<file path="src/rtl/parking_gate_ctrl.sv">
// Single-lane parking entry controller: PIN-gated entry with retry alarm, abandoned-entry
// timeout, occupancy tracking against lot capacity and a timed gate-close command.
module parking_gate_ctrl #(
    parameter  int unsigned PIN_W        = 32'd8,
    parameter  int unsigned PIN_DEFAULT  = 32'd72,
    parameter  int unsigned MAX_TRIES    = 32'd3,
    parameter  int unsigned PIN_TIMEOUT  = 32'd1000,
    parameter  int unsigned CLOSE_CYCLES = 32'd4,
    parameter  int unsigned CAPACITY     = 32'd16,
    localparam int unsigned OCC_W        = $clog2(CAPACITY + 32'd1)
) (
    input  logic             clock,
    input  logic             reset,
    input  logic             senr_e,
    input  logic             senr_x,
    input  logic             ent_pin,
    input  logic [PIN_W-1:0] pin,
    input  logic             prog_pin,
    input  logic             car_out,
    output logic             gate_o,
    output logic             gate_cls,
    output logic             alm_pin,
    output logic             alm_blkg,
    output logic             lot_full,
    output logic [OCC_W-1:0] occupancy,
    output logic [7:0]       tries
);

    localparam int unsigned TMR_W = $clog2(PIN_TIMEOUT + 32'd1);
    localparam int unsigned CLS_W = $clog2(CLOSE_CYCLES + 32'd1);

    localparam logic [TMR_W-1:0] TMR_LAST = TMR_W'(PIN_TIMEOUT - 32'd1);
    localparam logic [CLS_W-1:0] CLS_LAST = CLS_W'(CLOSE_CYCLES - 32'd1);
    localparam logic [OCC_W-1:0] OCC_CAP  = OCC_W'(CAPACITY);
    localparam logic [7:0]       TRY_MAX  = 8'(MAX_TRIES);

    typedef enum logic [2:0] {
        ST_IDLE      = 3'd0,
        ST_WAIT_PIN  = 3'd1,
        ST_BAD_PIN   = 3'd2,
        ST_PIN_ALARM = 3'd3,
        ST_ENTERING  = 3'd4,
        ST_BLOCKED   = 3'd5,
        ST_CLOSING   = 3'd6
    } state_t;

    state_t           state_r;
    state_t           state_nxt_s;
    logic [PIN_W-1:0] pin_r;
    logic [PIN_W-1:0] pin_nxt_s;
    logic [7:0]       tries_r;
    logic [7:0]       tries_nxt_s;
    logic [TMR_W-1:0] tmr_r;
    logic [TMR_W-1:0] tmr_nxt_s;
    logic [CLS_W-1:0] cls_cnt_r;
    logic [CLS_W-1:0] cls_cnt_nxt_s;
    logic [OCC_W-1:0] occ_r;
    logic [OCC_W-1:0] occ_nxt_s;
    logic             occ_inc_s;
    logic             match_s;
    logic             miss_s;

    logic             gate_o_r;
    logic             gate_cls_r;
    logic             alm_pin_r;
    logic             alm_blkg_r;
    logic             lot_full_r;

    assign match_s = ent_pin && (pin == pin_r);
    assign miss_s  = ent_pin && (pin != pin_r);

    // Next-state, PIN store, retry counter and timer decisions.
    always_comb begin
        state_nxt_s   = state_r;
        pin_nxt_s     = pin_r;
        tries_nxt_s   = tries_r;
        tmr_nxt_s     = tmr_r;
        cls_cnt_nxt_s = cls_cnt_r;
        occ_inc_s     = 1'b0;
        case (state_r)
            ST_IDLE: begin
                if (prog_pin) begin
                    pin_nxt_s = pin;
                end else begin
                    pin_nxt_s = pin_r;
                end
                if (senr_e && (occ_r != OCC_CAP)) begin
                    state_nxt_s = ST_WAIT_PIN;
                    tmr_nxt_s   = {TMR_W{1'b0}};
                end else begin
                    state_nxt_s = ST_IDLE;
                end
            end
            ST_WAIT_PIN: begin
                if (match_s) begin
                    state_nxt_s = ST_ENTERING;
                end else if (miss_s) begin
                    state_nxt_s = ST_BAD_PIN;
                    tries_nxt_s = (tries_r == 8'hFF) ? tries_r : tries_r + 8'd1;
                end else if (tmr_r == TMR_LAST) begin
                    state_nxt_s = ST_IDLE;
                    tmr_nxt_s   = {TMR_W{1'b0}};
                end else begin
                    tmr_nxt_s = tmr_r + {{(TMR_W-1){1'b0}}, 1'b1};
                end
            end
            ST_BAD_PIN: begin
                if (tries_r >= TRY_MAX) begin
                    state_nxt_s = ST_PIN_ALARM;
                end else begin
                    state_nxt_s = ST_WAIT_PIN;
                    tmr_nxt_s   = {TMR_W{1'b0}};
                end
            end
            ST_PIN_ALARM: begin
                // Wrong PINs here neither count nor time out; only the right PIN clears the alarm.
                if (match_s) begin
                    state_nxt_s = ST_ENTERING;
                end else begin
                    state_nxt_s = ST_PIN_ALARM;
                end
            end
            ST_ENTERING: begin
                tries_nxt_s = 8'd0;
                if (senr_e && senr_x) begin
                    state_nxt_s = ST_BLOCKED;
                end else if (senr_x) begin
                    state_nxt_s   = ST_CLOSING;
                    cls_cnt_nxt_s = {CLS_W{1'b0}};
                    occ_inc_s     = 1'b1;
                end else begin
                    state_nxt_s = ST_ENTERING;
                end
            end
            ST_BLOCKED: begin
                if (match_s) begin
                    state_nxt_s   = ST_CLOSING;
                    cls_cnt_nxt_s = {CLS_W{1'b0}};
                    occ_inc_s     = 1'b1;
                end else begin
                    state_nxt_s = ST_BLOCKED;
                end
            end
            ST_CLOSING: begin
                if (cls_cnt_r == CLS_LAST) begin
                    state_nxt_s   = ST_IDLE;
                    cls_cnt_nxt_s = {CLS_W{1'b0}};
                end else begin
                    cls_cnt_nxt_s = cls_cnt_r + {{(CLS_W-1){1'b0}}, 1'b1};
                end
            end
            default: begin
                state_nxt_s = ST_IDLE;
            end
        endcase
    end

    // Occupancy: an admission and a departure in the same cycle cancel out.
    always_comb begin
        occ_nxt_s = occ_r;
        if (occ_inc_s && !car_out) begin
            occ_nxt_s = (occ_r == OCC_CAP) ? occ_r : occ_r + {{(OCC_W-1){1'b0}}, 1'b1};
        end else if (!occ_inc_s && car_out) begin
            occ_nxt_s = (occ_r == {OCC_W{1'b0}}) ? occ_r : occ_r - {{(OCC_W-1){1'b0}}, 1'b1};
        end else begin
            occ_nxt_s = occ_r;
        end
    end

    // State, datapath registers and outputs decoded from the next state so they change on the same edge.
    always_ff @(posedge clock) begin
        if (reset) begin
            state_r    <= ST_IDLE;
            pin_r      <= PIN_W'(PIN_DEFAULT);
            tries_r    <= 8'd0;
            tmr_r      <= {TMR_W{1'b0}};
            cls_cnt_r  <= {CLS_W{1'b0}};
            occ_r      <= {OCC_W{1'b0}};
            gate_o_r   <= 1'b0;
            gate_cls_r <= 1'b0;
            alm_pin_r  <= 1'b0;
            alm_blkg_r <= 1'b0;
            lot_full_r <= 1'b0;
        end else begin
            state_r    <= state_nxt_s;
            pin_r      <= pin_nxt_s;
            tries_r    <= tries_nxt_s;
            tmr_r      <= tmr_nxt_s;
            cls_cnt_r  <= cls_cnt_nxt_s;
            occ_r      <= occ_nxt_s;
            gate_o_r   <= (state_nxt_s == ST_ENTERING) || (state_nxt_s == ST_BLOCKED);
            gate_cls_r <= (state_nxt_s == ST_CLOSING);
            alm_pin_r  <= (state_nxt_s == ST_PIN_ALARM);
            alm_blkg_r <= (state_nxt_s == ST_BLOCKED);
            lot_full_r <= (occ_nxt_s == OCC_CAP);
        end
    end

    assign gate_o    = gate_o_r;
    assign gate_cls  = gate_cls_r;
    assign alm_pin   = alm_pin_r;
    assign alm_blkg  = alm_blkg_r;
    assign lot_full  = lot_full_r;
    assign occupancy = occ_r;
    assign tries     = tries_r;

endmodule

</file>
<file path="config.mk">
export PLATFORM = sky130hd
export DESIGN_NAME = parking_gate_ctrl
export DESIGN_NICKNAME = d
export VERILOG_FILES = /design/src/rtl/parking_gate_ctrl.sv
export SDC_FILE = /design/constraint.sdc
export NUM_CORES = 1
export LEC_CHECK = 0
export ABC_AREA = 1
export CAP_MARGIN = 30
export CORE_UTILIZATION = 45
export DETAILED_ROUTE_END_ITERATION = 8
export HOLD_SLACK_MARGIN = 0.15
export PLACE_DENSITY = 0.68
export SLEW_MARGIN = 10
export SYNTH_ARGS = -nofsm -noshare
export SYNTH_HDL_FRONTEND = slang
export SYNTH_SLANG_ARGS = --single-unit
</file>
<file path="constraint.sdc">
create_clock -name clock -period 2.4 [get_ports clock]
set_clock_uncertainty 0.05 [all_clocks]
set_input_delay 0.24 -clock clock [delete_from_list [all_inputs] [get_ports clock]]
set_output_delay 0.24 -clock clock [all_outputs]
set_load 0.05 [all_outputs]
</file>
Figure 1. Power grid.
The bar under the picture is 20 um long. Pins as bars on the die edge.
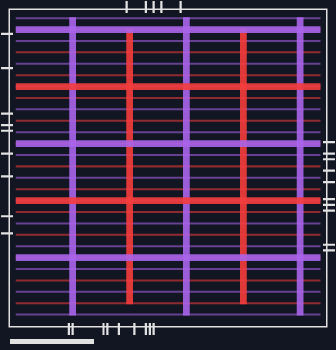
Purple stands for VSS. Red stands for VDD.
The core has 26 rows. 33 signal pins sit on the boundary.

Figure 2. Cells coloured by class.
Fill, decap, tap and diode cells in grey.
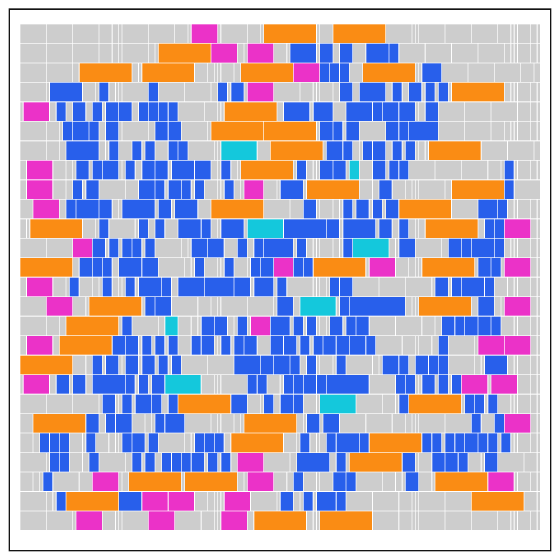
Blue stands for all other logic, cells 308, share of their area 55%. Orange stands for flip-flops, cells 42, share of their area 30%. Cyan stands for clock drivers and dummy loads, cells 8, share of their area 3.2%. Magenta stands for other buffers and delay cells, cells 36, share of their area 12%.

==> CHANGELOG.md <==
## Flow update

* Hold WC Path Type: flip-flop to flip-flop
* Via count at 2,331
* Yosys Chip Area at 0.002424 sq mm
* Overall power at 2.563 mW
* P per Cell Area at 874.5 mW/mm^2
* Power share of the clock group at 0.186
* FP Util at 0.4715
* Max Slew Vio Count at 0
* CP top delay family: buffers and inverters
* DPL Wire Length at 4.053 mm
* Leakage at 1.235 nW
* R2R depth at 12
* TritonRoute pass-1 iters at 4
* Worst Hold Slack at 0.4144 ns
* Fin worst setup slack at 0.4550 ns
* Pint at 1.448 mW
* Clock Root Buffer: clkbuf_8
* Synthesized cell area at 0.002424 sq mm
* WP data arrival at 1.65 ns
* FMAX at 0.5141 GHz
* Most numerous logic cells after layout: nand2_1 (82), inv_1 (51), dfxtp_1 (42)
* Setup TNS at 0 ns
* Post-CTS setup buffers at 0
* I/O pin count at 33
* Hold buffers post-CTS at 0
* DR vias/cell at 5.024
* Reg-to-reg slack, setup at 0.54 ns
* Crit path cell chain: clkdlybuf4s50_1
* Distinct lib cells at 33
* Total gr overflow at 0
* Placer Congestion at 0.9121
* Worst reg2reg path endpoint: lot_full
* # resized after CTS at 0
* Net switching power at 1.115 mW
* Outcome: completed
* Crit path buffers/inverters at 1
* Worst hold path endpoint: pin_r[0]
* Combinational share of power at 0.474
* Syn Area/Cell at 6.827 sq um
* Reg-to-reg critical path startpoint: occupancy[1]
* Synth Area in Adders at 0.03098
* Fraction of power spent switching nets at 0.4351
* Yosys Instances at 355
* Post-route antenna net violation count at 0
* AO/OA Area Share at 0.1167
* Syn Inst Count at 355
* Flop pwr share at 0.340
* Minimum clock period after layout at 1.945 ns
* Area added between synthesis and finish at 20.91%
* I/O Buffers at 32
* Maximum vdd drop at 0.7205 mV
* Max cap viols at 0
* Worst Setup Start Kind: flip-flop
* Comb area leader: simple AND/OR/NAND/NOR gates
* Syn nets at 376
* CTS clk-pin slew, worst paths at 0.08 ns
* Critical path type: flip-flop to primary output
* Crit path DRT at 2.11 ns
* Synth Seq Share at 0.3469
* Die height at 75.39 um
* Tcrit/Tclk final at 0.8104
* RSZ-0062 raised after global routing: false
* Commonest Layout Cell: nand2_1
* Ys Warns at 0
* # rows at 26
* H-Tree Depth at 2
* Die footprint at 0.005683 sq mm
* Routed wire per std cell at 11.29 um
* Placed Cells incl. Taps at 456
* XOR/XNOR Fraction of Synth Area at 0.04337
* MUX share of area at 0
* Initial antenna violation count at 0
* Slew @ Worst Pin at 0.5020 ns
* Clock sink count at 42
* Post-route DRC at 0
* Crit path max fanout at 8
* Core area at 0.005140 sq mm
* Setup violations, final at 0
* Final net count at 414
* Post-synth regs at 42
* Clk ins delay skew pair at 0.29 ns
* Simple Share, Synth at 0.3634
* Layout cells sized above 1 at 0.09645
* Placed inst area at 0.002839 sq mm
* Final hold violations at 0
* Largest net degree at the start of global routing at 14
cells in the mapped netlist (all sizes together):
library cell | number | area [sq um]
nor3 | 15 | 101.4
a311oi | 1 | 8.760
inv | 57 | 216.5
ha | 6 | 75.07
o211ai | 3 | 22.52
dfxtp | 42 | 840.8
nand3 | 29 | 160.2
a31oi | 1 | 6.260
xnor2 | 4 | 35.03
nor3b | 2 | 15.01
nor4 | 3 | 18.77
xor2 | 8 | 70.07
a21oi | 26 | 133.9
nand2 | 86 | 342.8
clkbuf | 2 | 7.510
o21ai | 17 | 96.34
a211oi | 2 | 15.01
buf | 3 | 15.01
nand4 | 10 | 77.57
nor2 | 38 | 165.2
cell families after synthesis:
kind of cell	Yosys count
XOR/XNOR	12
AND-OR/OR-AND	50
AND/OR/NAND/NOR	183
flip-flops	42
buffers and inverters	62
adder cells (fa/ha/maj)	6
layer usage:
layer  vias to the layer above  global-route usage  routed length, um
met3                        11             0.03307                238
met2                        53              0.3363               2399
met5                         -                   0                  0
met1                      1044              0.2585               2510
met4                         0             0.06584                 88
li1                       1223                   -                  -
registers in the layout, summed over array words and instances (netlist names):
signal	flops
alm_blkg	1
alm_pin	1
cls_cnt_r	3
gate_cls	1
gate_o	1
lot_full	1
occupancy	5
pin_r	8
state_r	3
tmr_r	10
tries	8
worst register-to-register path, stage by stage, from the launching register on:
cell and delay, ns:
dfxtp_1 0.45, inv_1 0.13, ha_1 0.23, nand3_1 0.19
inv_1 0.10, a21oi_1 0.15, nand4_1 0.11, nand2_1 0.08
nand2_1 0.06, nand2_1 0.06, nor2_1 0.04, nand2_1 0.06
nor2_1 0.04
power groups by stage:
stage / logic [mW] / clock network (mW) / registers (mW)
6_report: 1.21 / 0.476 / 0.873
5_1_grt: 1.37 / 0.514 / 0.890
4_1_cts: 1.22 / 0.493 / 0.872
3_5_place_dp: 1.21 / 0 / 0.888
3_3_place_gp: 1.20 / 0 / 0.888
2_1_floorplan: 0.727 / 0 / 1.05
how the worst max path moves through the flow:
stage | from | to | slack (ns) | cells past startpoint
floorplan | occupancy[0] | tmr_r[7] | 0.24 | 10
global placement | pin[7] | alm_pin | 0.25 | 10
detailed placement | pin[2] | alm_pin | 0.25 | 10
CTS | occupancy[2] | occupancy[2] | 0.44 | 1
global route | occupancy[1] | lot_full | 0.31 | 12
finish | occupancy[2] | occupancy[2] | 0.46 | 1
area by class of cell:
cell class | instances | area (sq um)
fill | 557 | 2210
multi-input combinational | 251 | 1344
sequential | 42 | 840.8
timing repair buffer | 36 | 350.3
inverter | 57 | 216.5
tap | 70 | 87.58
clock buffer | 7 | 86.33
clock inverter | 1 | 5.005
No activity file was given, so power comes from the tool's default toggle rates.
